File: src/rtl/bram_read_arbiter.sv
// bram_read_arbiter: shares one read-only parameter BRAM among NUM_REQ burst loaders
//   clk, rst          clock, asynchronous active-high reset
//   req/req_addr/len  per-requester burst request, base address and length (slice i)
//   grant             one-hot owner of the current burst
//   rd_valid/data/last read stream to the owner, rd_last on the final word
//   burst_done        one-cycle pulse to the owner when its burst ends
//   busy              arbiter not idle
//   bram_en/ren/addr  BRAM control, bram_dout BRAM read data (RD_LAT cycles late)
//   Build option: define BRAM_ARB_FIXED_PRIO_EN for fixed priority (lowest index wins)
//   instead of round-robin.
module bram_read_arbiter #(
  parameter int NUM_REQ    = 4,
  parameter int W          = 8,
  parameter int ADDR_WIDTH = 15,
  parameter int LEN_WIDTH  = 15,
  parameter int RD_LAT     = 2
) (
  input  logic                          clk,
  input  logic                          rst,
  input  logic [NUM_REQ-1:0]            req,
  input  logic [NUM_REQ*ADDR_WIDTH-1:0] req_addr,
  input  logic [NUM_REQ*LEN_WIDTH-1:0]  req_len,
  output logic [NUM_REQ-1:0]            grant,
  output logic                          rd_valid,
  output logic [W-1:0]                  rd_data,
  output logic                          rd_last,
  output logic [NUM_REQ-1:0]            burst_done,
  output logic                          busy,
  output logic                          bram_en,
  output logic                          bram_ren,
  output logic [ADDR_WIDTH-1:0]         bram_addr,
  input  logic [W-1:0]                  bram_dout
);
  localparam int IW = NUM_REQ > 1 ? $clog2(NUM_REQ) : 1;
  localparam logic [1:0] S_IDLE  = 2'd0;
  localparam logic [1:0] S_ISSUE = 2'd1;
  localparam logic [1:0] S_DRAIN = 2'd2;
  localparam logic [1:0] S_DONE  = 2'd3;

  logic [1:0]            state_q, state_d;
  logic [NUM_REQ-1:0]    grant_q, grant_d;
  logic [IW-1:0]         owner_q, owner_d, win, owner_inc;
  logic [ADDR_WIDTH-1:0] addr_q, addr_d, win_addr;
  logic [LEN_WIDTH-1:0]  cnt_q, cnt_d, win_len;
  logic                  en_q, en_d, ren_q, ren_d;
  logic [RD_LAT-1:0]     vpipe_q, vpipe_d, lpipe_q, lpipe_d;
  logic [W-1:0]          data_q, data_d;

  assign owner_inc = owner_q == IW'(NUM_REQ - 1) ? '0 : owner_q + IW'(1);

`ifdef BRAM_ARB_FIXED_PRIO_EN
  // descending scan so the lowest set index is the last one written
  always_comb begin
    win = '0;
    for (int k = NUM_REQ - 1; k >= 0; k--)
      if (req[IW'(k)]) win = IW'(k);
  end
`else
  logic [IW-1:0] rr_q, rr_d;
  // descending scan of offsets from the pointer: the smallest offset wins
  always_comb begin
    int j;
    win = '0;
    j = 0;
    for (int k = NUM_REQ - 1; k >= 0; k--) begin
      j = int'(rr_q) + k;
      j = j >= NUM_REQ ? j - NUM_REQ : j;
      if (req[IW'(j)]) win = IW'(j);
    end
  end
  always_comb rr_d = state_q == S_DONE ? owner_inc : rr_q;
  always_ff @(posedge clk or posedge rst)
    if (rst) rr_q <= '0;
    else rr_q <= rr_d;
`endif

  assign win_addr = req_addr[win*ADDR_WIDTH +: ADDR_WIDTH];
  assign win_len  = req_len[win*LEN_WIDTH +: LEN_WIDTH];

  // valid/last shift registers track issued reads through the BRAM latency
  assign vpipe_d = RD_LAT'({vpipe_q, ren_q});
  assign lpipe_d = RD_LAT'({lpipe_q, ren_q && cnt_q == '0});
  assign data_d  = rd_valid ? bram_dout : data_q;

  always_comb begin
    state_d = state_q;
    grant_d = grant_q;
    owner_d = owner_q;
    addr_d  = addr_q;
    cnt_d   = cnt_q;
    en_d    = en_q;
    ren_d   = ren_q;
    case (state_q)
      S_IDLE: if (|req) begin
        grant_d = NUM_REQ'(1) << win;
        owner_d = win;
        if (win_len == '0) begin
          state_d = S_DONE;
        end else begin
          state_d = S_ISSUE;
          addr_d  = win_addr;
          cnt_d   = win_len - LEN_WIDTH'(1);
          en_d    = 1'b1;
          ren_d   = 1'b1;
        end
      end
      S_ISSUE: if (cnt_q == '0) begin
        state_d = S_DRAIN;
        ren_d   = 1'b0;
      end else begin
        addr_d = addr_q + ADDR_WIDTH'(1);
        cnt_d  = cnt_q - LEN_WIDTH'(1);
      end
      S_DRAIN: if (vpipe_d == '0) begin
        state_d = S_DONE;
        en_d    = 1'b0;
      end
      default: begin
        state_d = S_IDLE;
        grant_d = '0;
      end
    endcase
  end

  always_ff @(posedge clk or posedge rst)
    if (rst) begin
      state_q <= S_IDLE;
      grant_q <= '0;
      owner_q <= '0;
      addr_q  <= '0;
      cnt_q   <= '0;
      en_q    <= 1'b0;
      ren_q   <= 1'b0;
      vpipe_q <= '0;
      lpipe_q <= '0;
      data_q  <= '0;
    end else begin
      state_q <= state_d;
      grant_q <= grant_d;
      owner_q <= owner_d;
      addr_q  <= addr_d;
      cnt_q   <= cnt_d;
      en_q    <= en_d;
      ren_q   <= ren_d;
      vpipe_q <= vpipe_d;
      lpipe_q <= lpipe_d;
      data_q  <= data_d;
    end

  assign grant      = grant_q;
  assign rd_valid   = vpipe_q[RD_LAT-1];
  assign rd_last    = vpipe_q[RD_LAT-1] & lpipe_q[RD_LAT-1];
  assign rd_data    = rd_valid ? bram_dout : data_q;
  assign burst_done = state_q == S_DONE ? grant_q : '0;
  assign busy       = state_q != S_IDLE;
  assign bram_en    = en_q;
  assign bram_ren   = ren_q;
  assign bram_addr  = addr_q;
endmodule

File: config.mk
export PLATFORM = sky130hd
export DESIGN_NAME = bram_read_arbiter
export DESIGN_NICKNAME = d
export VERILOG_FILES = /design/src/rtl/bram_read_arbiter.sv
export SDC_FILE = /design/constraint.sdc
export NUM_CORES = 1
export LEC_CHECK = 0
export CAP_MARGIN = 20
export CORE_MARGIN = 3
export CORE_UTILIZATION = 40
export DETAILED_ROUTE_END_ITERATION = 8
export PLACE_DENSITY = 0.81
export SLEW_MARGIN = 30
export SYNTH_ARGS = -nofsm -noshare
export SYNTH_HDL_FRONTEND = slang
export SYNTH_SLANG_ARGS = --single-unit
export TNS_END_PERCENT = 10
File: constraint.sdc
create_clock -name clk -period 9.5 [get_ports clk]
set_clock_uncertainty 0.1 [all_clocks]
set_input_delay 0.95 -clock clk [delete_from_list [all_inputs] [get_ports clk]]
set_output_delay 0.95 -clock clk [all_outputs]
set_load 0.02 [all_outputs]
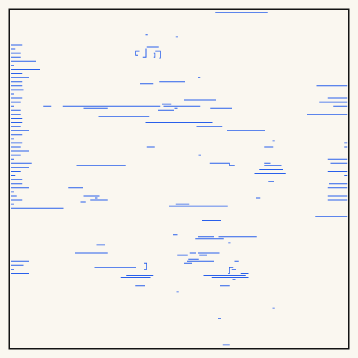
run_1/met3.png
Drawn at 3 px/um.
wire length on this layer: 703 um
main direction: horizontal
longest straight run: 32.2 um
nets with wire on the layer: 110
share of all routed wire: 4.9%

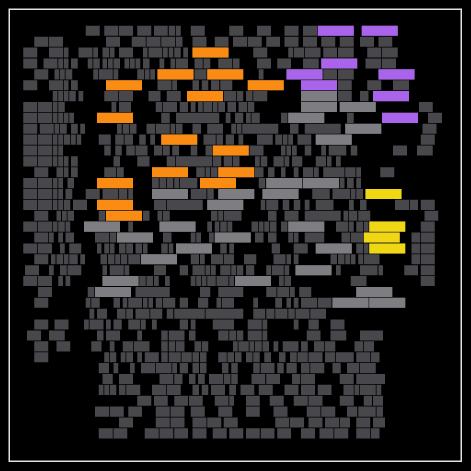
run_1/registers.png
Drawn at 4 px/um. Other sequential cells in the stronger grey, the rest of the logic in the fainter grey.
legend:
  yellow:
    netlist_name: grant
    sequential_cells: 4
    where: middle right
  orange:
    netlist_name: bram_addr
    sequential_cells: 15
  purple:
    netlist_name: data_q
    sequential_cells: 8
    where: upper right
post-layout util: 59.10%
sequential power: 0.430 mW
flop share of the area: 20.82%
Flop area: 0.001351 mm^2

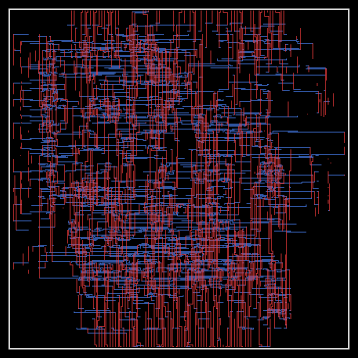
run_1/metal_stack.png
Drawn at 3 px/um. Only two layers are drawn.
legend:
  red:
    layer: met2
    wire_length: 7670 um
  blue:
    layer: met1
    wire_length: 5740 um
Tot GR Track Use: 22.10%
WL/cell: 16.27 um
via count: 5027
Post-Route WL: 14400 um

==> flow_summary.toml, run 1 <==
# physical design summary
[setup_path]
reg2reg_from = "rr_q[0]"
crit_required_ns = 9.62
start_kind = "input pin"
crit_family = "simple AND/OR/NAND/NOR gates"
crit_path_max_incr_delay_ns = 0.73
ff2ff_setup_slack_ns = 4.86

[synth]
synth.avg_cell_area_um2 = 7.595
ys_cells = 599
syn_area_mm2 = 0.004549
synth_cells = 599
synth-edff-count = 0
yosys_warnings = 0

[final_timing]
setup_tns_ns = 0
relSlewSlack_pct = 36.38
drv_slew = 0
clock.fmax_ghz = 0.1843
report.final.hold_viol_count = 0

[power_and_ir_drop]
leakagePower_nw = 2.650
max-vdd-ir-drop_mv = 0.1278

[placed_design]
globalplace.congestion = 0.9182
dp_slack_ns = 3.877

[status]
outcome = "finished, final reports clean"

[floorplan]
dieArea_mm2 = 0.01269

[finish]
combGateArea_mm2 = 0.003007
nNetsFinal = 887

[route]
drc_errors = 0
first_pass_iters = 5

[cts]
htree_levels = 2
post-cts-setup-buffers = 0
[run 1: stage by stage]
| step | utilization (%) | instances | instance area, um^2 | hold slack [ns] | total power [mW] |
|---|---|---|---|---|---|
| after detailed placement | 57.51 | 878 | 6316 | 0.2355 | 1.606 |
| after global placement | 57.46 | 878 | 6311 | 0.2356 | 1.571 |
| after global routing | 59.10 | 885 | 6491 | 0.2703 | 1.965 |
| after CTS | 59.05 | 885 | 6485 | 0.2504 | 1.816 |
| after floorplan | - | 599 | 4549 | 0.2312 | 1.248 |
| final | 59.10 | 885 | 6491 | 0.2496 | 1.818 |
[run 1: cells by family (layout without fill, tap and decap cells)]
| group | after synthesis | in the layout | share of synthesized area [%] |
|---|---|---|---|
| XOR/XNOR | 7 | 7 | 1.348 |
| adder cells (fa/ha/maj) | 8 | 8 | 2.200 |
| flip-flops | 54 | 54 | 29.70 |
| multiplexers | 40 | 40 | 9.406 |
| AND/OR/NAND/NOR | 299 | 299 | 31.88 |
| AND-OR/OR-AND | 141 | 141 | 20.79 |
| buffers and inverters | 50 | 196 | 4.675 |
[run 1: sequential cells by signal, summed over array words and instances, names as in the netlist]
signal / count
owner_q: 2
cnt_q: 15
grant: 4
bram_en: 1
data_q: 8
bram_ren: 1
rr_q: 2
bram_addr: 15
vpipe_q: 2
state_q: 2
lpipe_q: 2
[run 1: layout make-up]
type | instances | area share, %
Multi-Input combinational cell | 495 | 46.32
Clock inverter | 1 | 0.4626
Tap cell | 140 | 2.699
Clock buffer | 6 | 2.140
Timing Repair Buffer | 175 | 26.75
Inverter | 14 | 0.8096
Sequential cell | 54 | 20.82
[run 1: worst min-delay path by stage]
stage | cells after the start | end | slack (ns) | startpoint
finish | 0 | lpipe_q[1] | 0.25 | lpipe_q[0]
global route | 0 | lpipe_q[1] | 0.27 | lpipe_q[0]
CTS | 0 | lpipe_q[1] | 0.25 | lpipe_q[0]
detailed placement | 0 | lpipe_q[1] | 0.24 | lpipe_q[0]
global placement | 0 | lpipe_q[1] | 0.24 | lpipe_q[0]
floorplan | 0 | lpipe_q[1] | 0.23 | lpipe_q[0]
[run 1: per-layer routing]
layer,vias up,GRT usage (%)
met5,-,0
met2,191,40.60
li1,2447,-
met4,0,5.849
met3,30,2.695
met1,2359,27.19
[run 1: power by group]
part	internal, mW	leakage, nW	switching [mW]	total [mW]
clock	0.130	0.0829	0.0785	0.209
sequential	0.325	0.634	0.105	0.430
combinational	0.485	1.93	0.694	1.18
total	0.940	2.65	0.878	1.82
[run 1: layout by cell type (no fill, tap or decap), drive strengths merged, types with 2 or more instances in the layout]
master,Yosys,final
clkdlybuf4s50,0,169
and2b,2,2
a21bo,2,2
dfrtp,54,54
inv,14,14
o21ai,49,49
a211o,3,3
buf,12,6
and2,10,10
or3,7,7
nand3,49,49
a311oi,2,2
nand4,4,4
and3,10,10
o2bb2ai,11,11
nor2,33,33
mux2i,21,21
a211oi,6,6
or2,5,5
o211ai,8,8
nor4,12,12
nor3,14,14
a221oi,2,2
a31oi,6,6
xnor2,4,4
o221a,2,2
nor2b,3,3
xor2,3,3
mux2,19,19
o31ai,3,3
or4,3,3
clkbuf,24,6
a32oi,5,5
nand2,141,141
ha,8,8
a21oi,31,31
==> run 2, diff against run 1 <==
--- a/config.mk
+++ b/config.mk
@@ -9,7 +9,7 @@
 export CORE_MARGIN = 3
 export CORE_UTILIZATION = 40
 export DETAILED_ROUTE_END_ITERATION = 8
-export PLACE_DENSITY = 0.81
+export PLACE_DENSITY = 0.84
 export SLEW_MARGIN = 30
 export SYNTH_ARGS = -nofsm -noshare
 export SYNTH_HDL_FRONTEND = slang
==> constraint.sdc (replaced) <==
create_clock -name clk -period 4.5 [get_ports clk]
set_clock_uncertainty 0.1 [all_clocks]
set_input_delay 0.45 -clock clk [delete_from_list [all_inputs] [get_ports clk]]
set_output_delay 0.45 -clock clk [all_outputs]
set_load 0.02 [all_outputs]
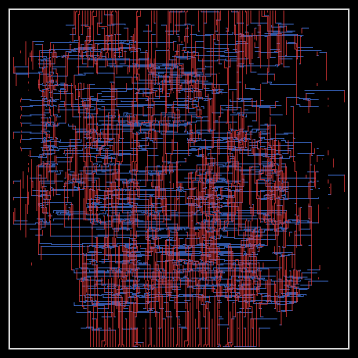
run_2/metal_stack.png
Drawn at 3 px/um. Only two layers are drawn.
legend:
  blue:
    layer: met1
    wire_length: 6010 um
  red:
    layer: met2
    wire_length: 7950 um
via count: 5151
Tot GR Track Use: 23.38%
Post-Route WL: 15110 um
WL/cell: 16.88 um

==> flow_summary.toml, run 2 <==
# physical design summary
[synth]
synth.largest_area_cell = "dfrtp_1"
synth_adder_area_share_pct = 2.200
syn_area_mm2 = 0.004549
yosys_area_mm2 = 0.004549
synth_cells = 599
ys_top_logic_family = "simple AND/OR/NAND/NOR gates"
mux_area_share_pct = 9.406
synth.avg_cell_area_um2 = 7.595
synth_top_area_share_pct = 29.70
synthArstFlopShare_pct = 100.0
synth-edff-count = 0
ys_sh_xor_pct = 1.348
ys_sh_simple_pct = 31.88
aoi_share_pct = 20.79
yosys_warnings = 0
ys_cells = 599
ys_seq_share_pct = 29.70

[final_timing]
worstMarginPinSlew_ns = 0.8228
relSlewSlack_pct = 44.91
setup_tns_ns = 0
report.final.hold_viol_count = 0
clock.fmax_ghz = 0.2443
drv_slew = 0

[cts]
cts_root_buffer = "clkbuf_16"
cts.hold.buffers_added = 0
post-cts-setup-buffers = 0
htree_levels = 2

[finish]
fin_area_mm2 = 0.006558
drive_gt1_share_pct = 9.007
utilization_pct = 59.71
nNetsFinal = 897
lay_top_cells = "clkdlybuf4s50_1, nand2_1, dfrtp_1"
layout_top_cell = "clkdlybuf4s50_1"
syn_to_final_growth_pct = 44.14

[route]
drc_errors = 0
first_pass_iters = 5
viasPerCell = 5.755

[setup_path]
crit_required_ns = 4.62
ff2ff_setup_slack_ns = 0.78
start_kind = "input pin"

[placed_design]
globalplace.congestion = 0.9310
dp_slack_ns = 0.1872
placed_area_mm2 = 0.006394

[power_and_ir_drop]
max-vdd-ir-drop_mv = 0.3035
p_total_mw = 3.951
powerDensity_mw_per_mm2 = 602.5
leakagePower_nw = 2.696

[floorplan]
dieArea_mm2 = 0.01269
core_area_mm2 = 0.01098

[status]
outcome = "finished, final reports clean"
-- run 2: cell types whose count changed in the layout (fill, tap and decap cells not counted), sizes merged --
| cell | delta |
|---|---|
| clkbuf | -1 |
| clkinv | +1 |
| buf | +10 |
-- run 2: cells by family (layout without fill, tap and decap cells) --
logic type      count (synthesis)  count (layout)
simple gates                  299             299
compound gates                141             141
flops                          54              54
buf+inv                        50             206
mux                            40              40
fa+ha+maj                       8               8
xor+xnor                        7               7
-- run 2: final timing paths --
kind                       startpoint             to  cells past startpoint
hold reg to reg            lpipe_q[0]     lpipe_q[1]                      0
hold / removal             lpipe_q[0]     lpipe_q[1]                      0
max in group asynchronous         rst  bram_addr[10]                      2
setup reg to reg              rr_q[0]  bram_addr[10]                     11
setup / recovery               req[1]  bram_addr[10]                     12
min in group asynchronous         rst   bram_addr[6]                      2
-- run 2: area by class of cell --
class                      instances  area, um^2  area share (%)
clock inverter                     2       38.79          0.5915
clock buffer                       5       125.1           1.908
tap                              140       175.2           2.671
timing repair buffer             185        1812           27.63
inverter                          14       55.05          0.8395
sequential                        54        1351           20.61
multi-input combinational        495        3000           45.75
-- run 2: where the power goes --
part / switching, mW / internal [mW] / total (mW)
Clock: 0.178 / 0.261 / 0.439
Sequential: 0.226 / 0.686 / 0.912
Combinational: 1.52 / 1.08 / 2.60
Total: 1.93 / 2.02 / 3.95
-- run 2: routing by layer --
layer	wire [um]	share of wire, %	GRT usage (%)
met3	687	4.5	3.127
met2	7950	53	41.51
met1	6006	40	28.54
met5	0	0	0
met4	462	3.1	9.215
-- run 2: per-stage QoR --
step	instances	hold slack [ns]
after floorplan	599	0.2312
after global placement	888	0.2399
after detailed placement	888	0.2413
after CTS	895	0.2568
after global routing	895	0.2578
final	895	0.2549
-- run 2: worst max-delay path, cell delays in order --
cell	delay (ns)
clkdlybuf4s50_1	0.49
nor2b_1	0.41
a211oi_4	0.24
nor2_4	0.55
mux2_2	0.40
o21ai_1	0.22
nand4_1	0.20
nor4_4	0.44
or2_1	0.20
buf_4	0.26
o21ai_0	0.15
a21oi_1	0.17
==> run 3, diff against run 2 <==
--- a/config.mk
+++ b/config.mk
@@ -8,6 +8,7 @@
 export CAP_MARGIN = 20
 export CORE_MARGIN = 3
 export CORE_UTILIZATION = 40
+export CTS_BUF_LIST = sky130_fd_sc_hd__clkbuf_16
 export DETAILED_ROUTE_END_ITERATION = 8
 export PLACE_DENSITY = 0.84
 export SLEW_MARGIN = 30
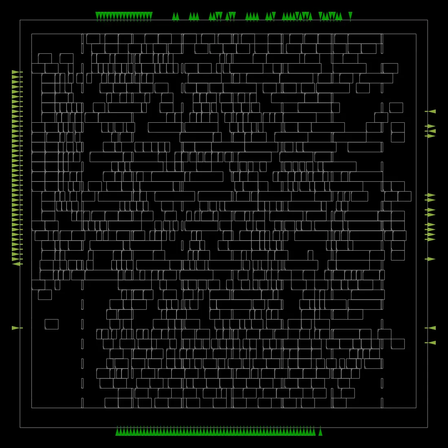
run_3/final_placement.png
core area: 0.01098 mm^2
registers: 54

==> flow_summary.toml, run 3 <==
# physical design summary
[setup_path]
cp_slowest_cell = "nor2_4"
crit_path_max_incr_delay_ns = 0.55
crit_end = "bram_addr[10]"
crit_start = "req[1]"
rr_worst_depth = 11
start_kind = "input pin"
ff2ff_setup_slack_ns = 0.78

[power_and_ir_drop]
powerDensity_mw_per_mm2 = 602.5
leakagePower_nw = 2.696
max-vdd-ir-drop_mv = 0.3035

[final_timing]
worstMarginPinSlew_ns = 0.8228
setup_tns_ns = 0
drv_slew = 0

[synth]
yosys_area_mm2 = 0.004549
synth.largest_area_cell = "dfrtp_1"
syn_area_mm2 = 0.004549
synth_top_area_share_pct = 29.70
synth_cells = 599
yosys_warnings = 0
synthArstFlopShare_pct = 100.0
ys_cells = 599
ys_seq_share_pct = 29.70
synth-edff-count = 0
synth.avg_cell_area_um2 = 7.595

[cts]
htree_levels = 2
post-cts-setup-buffers = 0
cts.hold.buffers_added = 0

[finish]
nNetsFinal = 897
syn_to_final_growth_pct = 44.14
drive_gt1_share_pct = 9.007
lay_top_cells = "clkdlybuf4s50_1, nand2_1, dfrtp_1"

[floorplan]
dieArea_mm2 = 0.01269

[route]
finalWirelength_um = 15110
vias = 5151
wl_per_cell_um = 16.88

[placed_design]
globalplace.congestion = 0.9310

[status]
outcome = "finished, final reports clean"
==> run 3: cell counts after synthesis <==
No cell type changed its count.
==> run 3: power breakdown <==
part	internal [mW]	leakage [nW]	switching, mW	total [mW]
logic	1.08	1.98	1.52	2.60
registers	0.686	0.634	0.226	0.912
clock network	0.261	0.0799	0.178	0.439
==> run 3: worst reg2reg max path, cell delays in order, from the launching register on <==
cell      delay (ns)
dfrtp_1         0.40
nor2b_1         0.35
a211oi_4        0.17
nor2_4          0.55
mux2_2          0.41
o21ai_1         0.22
nand4_1         0.20
nor4_4          0.44
or2_1           0.20
buf_4           0.26
o21ai_0         0.16
a21oi_1         0.17
==> run 3: kinds of logic (layout without fill, tap and decap cells) <==
| kind of cell | after synthesis | count (layout) | synth area share, % |
|---|---|---|---|
| compound gates | 141 | 141 | 20.79 |
| xor+xnor | 7 | 7 | 1.348 |
| fa+ha+maj | 8 | 8 | 2.200 |
| buf+inv | 50 | 206 | 4.675 |
| flops | 54 | 54 | 29.70 |
| mux | 40 | 40 | 9.406 |
| simple gates | 299 | 299 | 31.88 |
==> run 3: per-stage QoR <==
stage | setup slack, ns | std cells | util [%] | area [um^2] | hold WS (ns)
finish | 0.4062 | 895 | 59.71 | 6558 | 0.2549
global route | 0.1459 | 895 | 59.71 | 6558 | 0.2578
CTS | 0.4610 | 895 | 59.71 | 6558 | 0.2568
detailed placement | 0.1872 | 888 | 58.21 | 6394 | 0.2413
global placement | 0.2936 | 888 | 58.15 | 6386 | 0.2399
floorplan | 1.202 | 599 | - | 4549 | 0.2312
==> run 3: final cells by class <==
cell class | instances | area [um^2]
Clock inverter | 2 | 38.79
Inverter | 14 | 55.05
Clock buffer | 5 | 125.1
Tap cell | 140 | 175.2
Timing Repair Buffer | 185 | 1812
Multi-Input combinational cell | 495 | 3000
Fill cell | 991 | 4425
Sequential cell | 54 | 1351
==> run 3: how the worst min path moves through the flow <==
stage / endpoint / from / cells past startpoint / slack [ns]
after floorplan: lpipe_q[1] / lpipe_q[0] / 0 / 0.23
after global placement: lpipe_q[1] / lpipe_q[0] / 0 / 0.24
after detailed placement: lpipe_q[1] / lpipe_q[0] / 0 / 0.24
after CTS: lpipe_q[1] / lpipe_q[0] / 0 / 0.26
after global routing: lpipe_q[1] / lpipe_q[0] / 0 / 0.26
final: lpipe_q[1] / lpipe_q[0] / 0 / 0.25
==> run 3: layer usage <==
| metal | vias to the layer above | track usage [%] | routed length (um) |
|---|---|---|---|
| li1 | 2450 | - | - |
| met1 | 2481 | 28.54 | 6006 |
| met2 | 178 | 41.51 | 7950 |
| met3 | 42 | 3.127 | 687 |
| met4 | 0 | 9.215 | 462 |
| met5 | - | 0 | 0 |
Power figures rest on the tool's default switching activity, not on a simulated workload.
